==> config.mk <==
export PLATFORM = sky130hd
export DESIGN_NAME = fast_corner_scan
export DESIGN_NICKNAME = d
export VERILOG_FILES = /design/src/rtl/fast_corner_scan.sv
export SDC_FILE = /design/constraint.sdc
export NUM_CORES = 1
export LEC_CHECK = 0
export ABC_AREA = 1
export CORE_UTILIZATION = 45
export CTS_CLUSTER_SIZE = 12
export DETAILED_ROUTE_END_ITERATION = 10
export PLACE_DENSITY = 0.73
export SLEW_MARGIN = 20
export SYNTH_ARGS = -nofsm -noshare
export SYNTH_HDL_FRONTEND = slang
export SYNTH_SLANG_ARGS = --single-unit
export TNS_END_PERCENT = 10
==> constraint.sdc <==
create_clock -name clk -period 4.47 [get_ports clk]
set_input_delay 1.1175 -clock clk [delete_from_list [all_inputs] [get_ports clk]]
set_output_delay 1.1175 -clock clk [all_outputs]
set_load 0.01 [all_outputs]
Fig. 1: run 1, where the registers sit
Drawn at 2 px/µm. Other sequential cells in the stronger grey, the rest of the logic in the fainter grey.
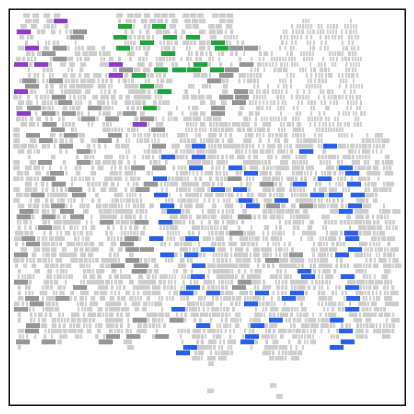
Key: purple = `y_wrh_q` [placed flops 10, where north-west]; green = `corner_count` [placed flops 19, where north]; blue = `ring_q` [placed flops 64]
flop share of the area: 19.0%
final core utilization: 54.1%

Fig. 2: run 1, a small window of the routed layout
Window x 86 to 111, y 86 to 111 µm. Cells in grey, sequential cells in the stronger grey; small squares are vias.
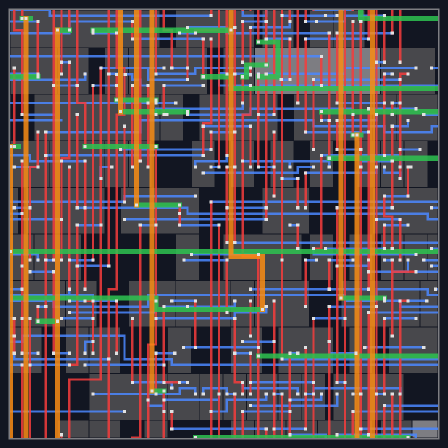
Key: orange = met4; red = met2; green = met3; blue = met1
Most frequent: nand2_1 (13), ha_1 (13), inv_1 (9). Sequential cells in the window: 1. 66 logic cells have their middle in the window.

Fig. 3: run 1, routing congestion
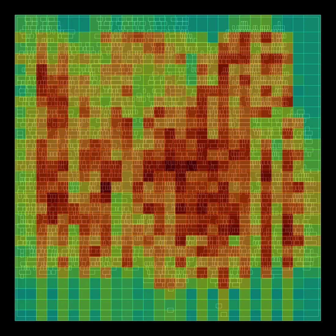
met2 capacity usage during global routing: 50.0%
busiest layer in global routing: met2
met3 usage: 4.22%

Fig. 4: run 1, drive-strength map
Drawn at 2 px/µm.
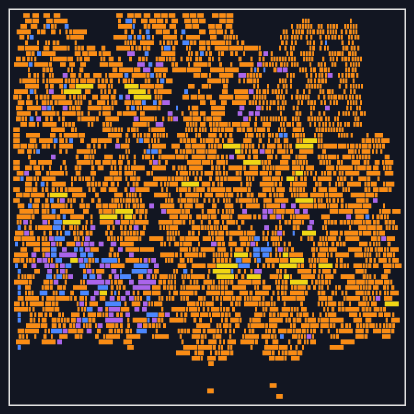
Key: blue = drive 2 [cells 107, share 3.8%, most used or2_2]; yellow = drive 6 and up [cells 34, share 1.2%, most used clkbuf_16]; purple = drive 3 to 4 [cells 133, share 4.8%, most used buf_4]; orange = drive 1 or less [cells 2517, share 90%, most used nand2_1]
Syn-to-layout area delta: 18.6%
worst setup margin: -0.219 ns
number of non-clock buffers: 239
cell area after layout: 20300 µm²

==> results_dict.tcl, run 1 <==
# place-and-route summary
set metrics [dict create \
    clock_sink_count 193 \
    edff_count_synth 0 \
    xor_share_pct 4.29 \
    setup_repair_after_global_routing_missed_its_margin "true" \
    clock-root-buffer "sky130_fd_sc_hd__clkbuf_16" \
    net-switching-power_mw 2.12 \
    holdPathStages 2 \
    status "finished with violations" \
    crit_path_cell_trace "inv_4 > ha_1 > nand2_1 > nand2_2 > xor2_2 > buf_4 > o211ai_1 > o21ai_1 > buf_4 > fa_2 > a21o_1 > a21oi_2 > nor2_1 > nor2_1 > o21bai_1 > a21oi_1 > o21bai_1 > a21oi_1 > o21ai_1 > o211ai_1 > nand2_1 > buf_2" \
    initial_utilization_pct 45.6 \
    setup.reg_to_reg.worst_slack_ns 0.38 \
    clkCellAreaFrac_pct 2.82 \
    cp.buffers_inverters 4 \
    family_with_the_most_delay_on_the_worst_path "AND-OR/OR-AND gates" \
    dp_hpwl_um 41700 \
    critical_path_required_ns 3.35 \
    tap-cell-count 511 \
    dominant_cells "logic gates" \
    layout_top_cell_excl_fill_tap "sky130_fd_sc_hd__nand2_1" \
    simple_gate_share_pct 28.4 \
    final_net_count 3069 \
    boundaryPins 119 \
    fraction_of_synthesized_area_in_multiplexers_pct 0 \
    worstHoldPathType "flop to flop" \
    synth.cell_area_um2 17200 \
    drcViolationCount 0 \
    initialDrtViolationCount 1395 \
    hold_viol_final 0 \
    core_area_um2 37600 \
    comb_area_share_pct 58.4 \
    pre_cts_slack_ns -0.281 \
    slowest_cp_cell "sky130_fd_sc_hd__fa_2" \
    top_area_cell "sky130_fd_sc_hd__dfxtp_1" \
    finalHoldWorstSlack_ns 0.475 \
    nMultiInputCombCells 2000 \
    synth.yosys.num_cells 2607 \
    dr_total_vias 18100 \
    grt_max_degree 82 \
    floorplan.rows 71 \
    power_top_consumer "combinational logic" \
    yosys.area_share.aoi_pct 16.8 \
    layout.filler_cells 3654 \
    cts.hold.buffers_added 0 \
    dieHeight_um 197 \
    ys_async_sr_fraction_pct 0 \
    yosys-top-cells-count "sky130_fd_sc_hd__nand2_1 (613), sky130_fd_sc_hd__inv_1 (310), sky130_fd_sc_hd__nor2_1 (273), sky130_fd_sc_hd__ha_1 (236), sky130_fd_sc_hd__a21oi_1 (226)" \
    max_freq_mhz 213 \
    grt_use_total_pct 29.2 \
    slew_headroom_pct 25.2 \
    port_buffers 118 \
    clock_power_share_pct 28.5 \
    p_comb_mw 2.09 \
    gr-usage-met1_pct 35.1 \
    most-common-layout-cells "sky130_fd_sc_hd__nand2_1 (610), sky130_fd_sc_hd__inv_1 (304), sky130_fd_sc_hd__nor2_1 (269)" \
    cts.repair.resized 71 \
    via_per_inst 5.47 \
    grt_pass1_vias 17200 \
    timing.final.setup_violations 9 \
    logic_family "simple AND/OR/NAND/NOR gates" \
    gr-total-overflow 0 \
    dpl_cell_area_um2 19500 \
    met2WireLength_um 26800 \
    post-route-worst-setup-slack_ns -0.219 \
    violations "negative setup slack" \
    vdd_drop_max_v 0.000253 \
    final.period_utilization_pct 105 \
    synth.net_count 2898 \
    largest_register_ffs 64 \
    final.clkbuf_count 17 \
    power.static_leakage_nw 10.2 \
    cp_slowest_stage_delay_ns 0.36 \
    clk-insertion-delay-late_ns 0.46 \
    worstSetupPathDepth 22 \
    htree_levels 4 \
    type_of_the_worst_setup_path "flop to primary output" \
    met3_wirelength_um 3810 \
    antenna_found_initial 0 \
    sequentialPowerShare_pct 33.3 \
    synth.yosys.warnings 0 \
    synth-main-ff-cell "sky130_fd_sc_hd__dfxtp_1" \
    cts.path.max_buffers 2 \
    fin_crit_ns 4.69 \
    n_antenna_cell 0 \
    netlist-cell-type-count 49 \
    arrival_ns 3.57 \
    cts_made_buffers 17 \
    non_clock_buffer_area_share_pct 10.6 \
]
Fig. 5: run 1, signal wires on met2
Drawn at 2 px/µm.
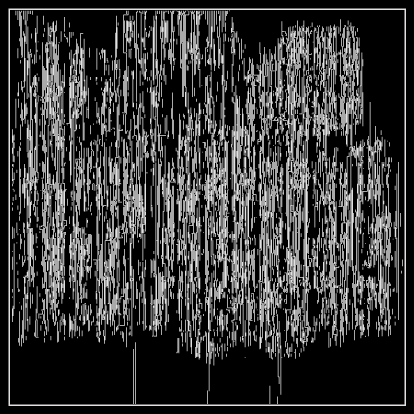

==> run 2, diff against run 1 <==
Settings changed: ABC_AREA 1 to not set, CORE_ASPECT_RATIO set to 1.5, CORE_MARGIN set to 2.
Fig. 6: run 2, signal wires on met2
Drawn at 1.5 px/µm.
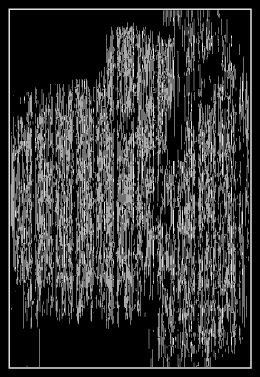
The layer carries 28.7 mm of wire. The layer holds 51% of the routed length. The wires run mostly vertical. The longest straight run is 75.8 µm.
total wirelength of the detailed-routed design: 56300 µm
total via count in the routed design: 16800
met2 capacity usage during global routing: 54.6%

Fig. 7: run 2, routing congestion
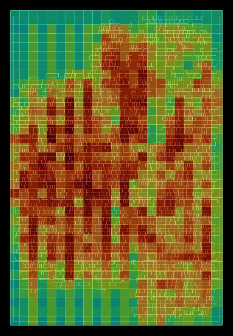
met1 usage: 30.9%
routed wirelength normalized by instance count: 19.7 µm
final core utilization: 56.9%

==> run 2 against run 1 <==
Effect of this change:
- via count shrank 7.2%
- worst hold slack is essentially flat
- sequential cell count unchanged
- register-to-register slack lost 0.56 ns
- die size is 1.9% lower
- the run still ends with negative setup slack left
- first-iteration DRC count down 10%
- fmax is 4.7% lower
==> results_dict.tcl, run 2 <==
# place-and-route summary
set metrics [dict create \
    status "finished with violations" \
    violations "negative setup slack" \
    vdd_drop_max_v 0.000242 \
    clock_power_share_pct 34.0 \
    slowest_cp_cell "sky130_fd_sc_hd__dfxtp_2" \
    grt_max_degree 79 \
    cts.hold.buffers_added 0 \
    synth.yosys.num_cells 2081 \
    final_net_count 2650 \
    synth.cell_area_um2 16500 \
    final_cell_area_um2 20500 \
    dominant_cells "logic gates" \
    top_area_cell "sky130_fd_sc_hd__dfxtp_1" \
    nNonClkBuffers 368 \
    xor_share_pct 6.81 \
    grt_use_total_pct 29.5 \
    met2WireLength_um 28700 \
    max_freq_mhz 203 \
    via_per_inst 5.88 \
    clock-root-buffer "sky130_fd_sc_hd__clkbuf_16" \
    initial_utilization_pct 45.8 \
    finalHoldWorstSlack_ns 0.475 \
    dieHeight_um 238 \
    cp_slowest_stage_delay_ns 0.37 \
    type_of_the_worst_setup_path "flop to primary output" \
    critical_path.startpoint_type "flop" \
    largest_register_ffs 64 \
    logic_family "AND-OR/OR-AND gates" \
    final.period_utilization_pct 110 \
    fin_crit_ns 4.92 \
    edff_count_synth 0 \
    slew_headroom_pct 27.1 \
    layout-drive-gt1-share_pct 15.9 \
    cts_made_buffers 17 \
    stage_log_warnings 36 \
    tap-cell-count 478 \
    arrival_ns 3.81 \
    setup_repair_after_global_routing_missed_its_margin "true" \
    grt_pass1_vias 17200 \
    most-common-layout-cells "sky130_fd_sc_hd__buf_4 (246), sky130_fd_sc_hd__nand2_1 (235), sky130_fd_sc_hd__nor2_1 (231)" \
    yosys-top-cells-count "sky130_fd_sc_hd__nand2_1 (237), sky130_fd_sc_hd__ha_1 (236), sky130_fd_sc_hd__nor2_1 (234), sky130_fd_sc_hd__dfxtp_1 (193), sky130_fd_sc_hd__a21oi_1 (179)" \
    grt_busiest_layer "met2" \
    drcViolationCount 0 \
    initialDrtViolationCount 1253 \
    area_delta_synth_final_pct 24.4 \
    power.static_leakage_nw 9.67 \
    synth-main-ff-cell "sky130_fd_sc_hd__dfxtp_1" \
    layout.filler_cells 3358 \
    layout_top_cell_excl_fill_tap "sky130_fd_sc_hd__buf_4" \
    cts.path.max_buffers 2 \
    worstHoldPathType "flop to flop" \
    antenna_found_initial 0 \
    netlist-cell-type-count 84 \
    power_top_consumer "registers" \
    boundaryPins 119 \
    worstSetupPathDepth 21 \
    p_comb_mw 1.38 \
    dp_hpwl_um 43400 \
    post-route-worst-setup-slack_ns -0.453 \
    flop-count 193 \
    timing.final.setup_violations 14 \
    holdPathStages 2 \
    post_cts.repair.setup_buffers 6 \
    final.clkbuf_count 18 \
    groute.layer.met3.usage_pct 4.07 \
    family_with_the_most_delay_on_the_worst_path "AND-OR/OR-AND gates" \
    core_area_um2 35900 \
    dpl_cell_area_um2 19600 \
    switching_share_pct 33.4 \
    critical_path_required_ns 3.35 \
    net-switching-power_mw 1.60 \
    comb_area_share_pct 58.8 \
    simple_gate_share_pct 20.0 \
    gr-total-overflow 0 \
    sequentialPowerShare_pct 37.2 \
    floorplan.rows 85 \
    synth.net_count 2372 \
    clkCellAreaFrac_pct 2.90 \
    clock_sink_count 193 \
    n_antenna_cell 0 \
    cp.buffers_inverters 2 \
    nMultiInputCombCells 1694 \
    ys_async_sr_fraction_pct 0 \
    pre_cts_slack_ns -0.641 \
    crit_path_cell_trace "inv_4 > ha_4 > nand2_4 > nand2_4 > xor2_4 > nor3_2 > a21oi_1 > a21oi_1 > a211o_1 > fa_2 > a21o_1 > a21oi_2 > o21bai_1 > a21oi_2 > o21bai_1 > a21oi_2 > xor2_1 > nor2_1 > a21oi_1 > o21ai_1 > buf_2" \
    hold_viol_final 0 \
    met3_wirelength_um 3060 \
    flop_share_of_the_area_pct 18.9 \
    non_clock_buffer_area_share_pct 14.9 \
]
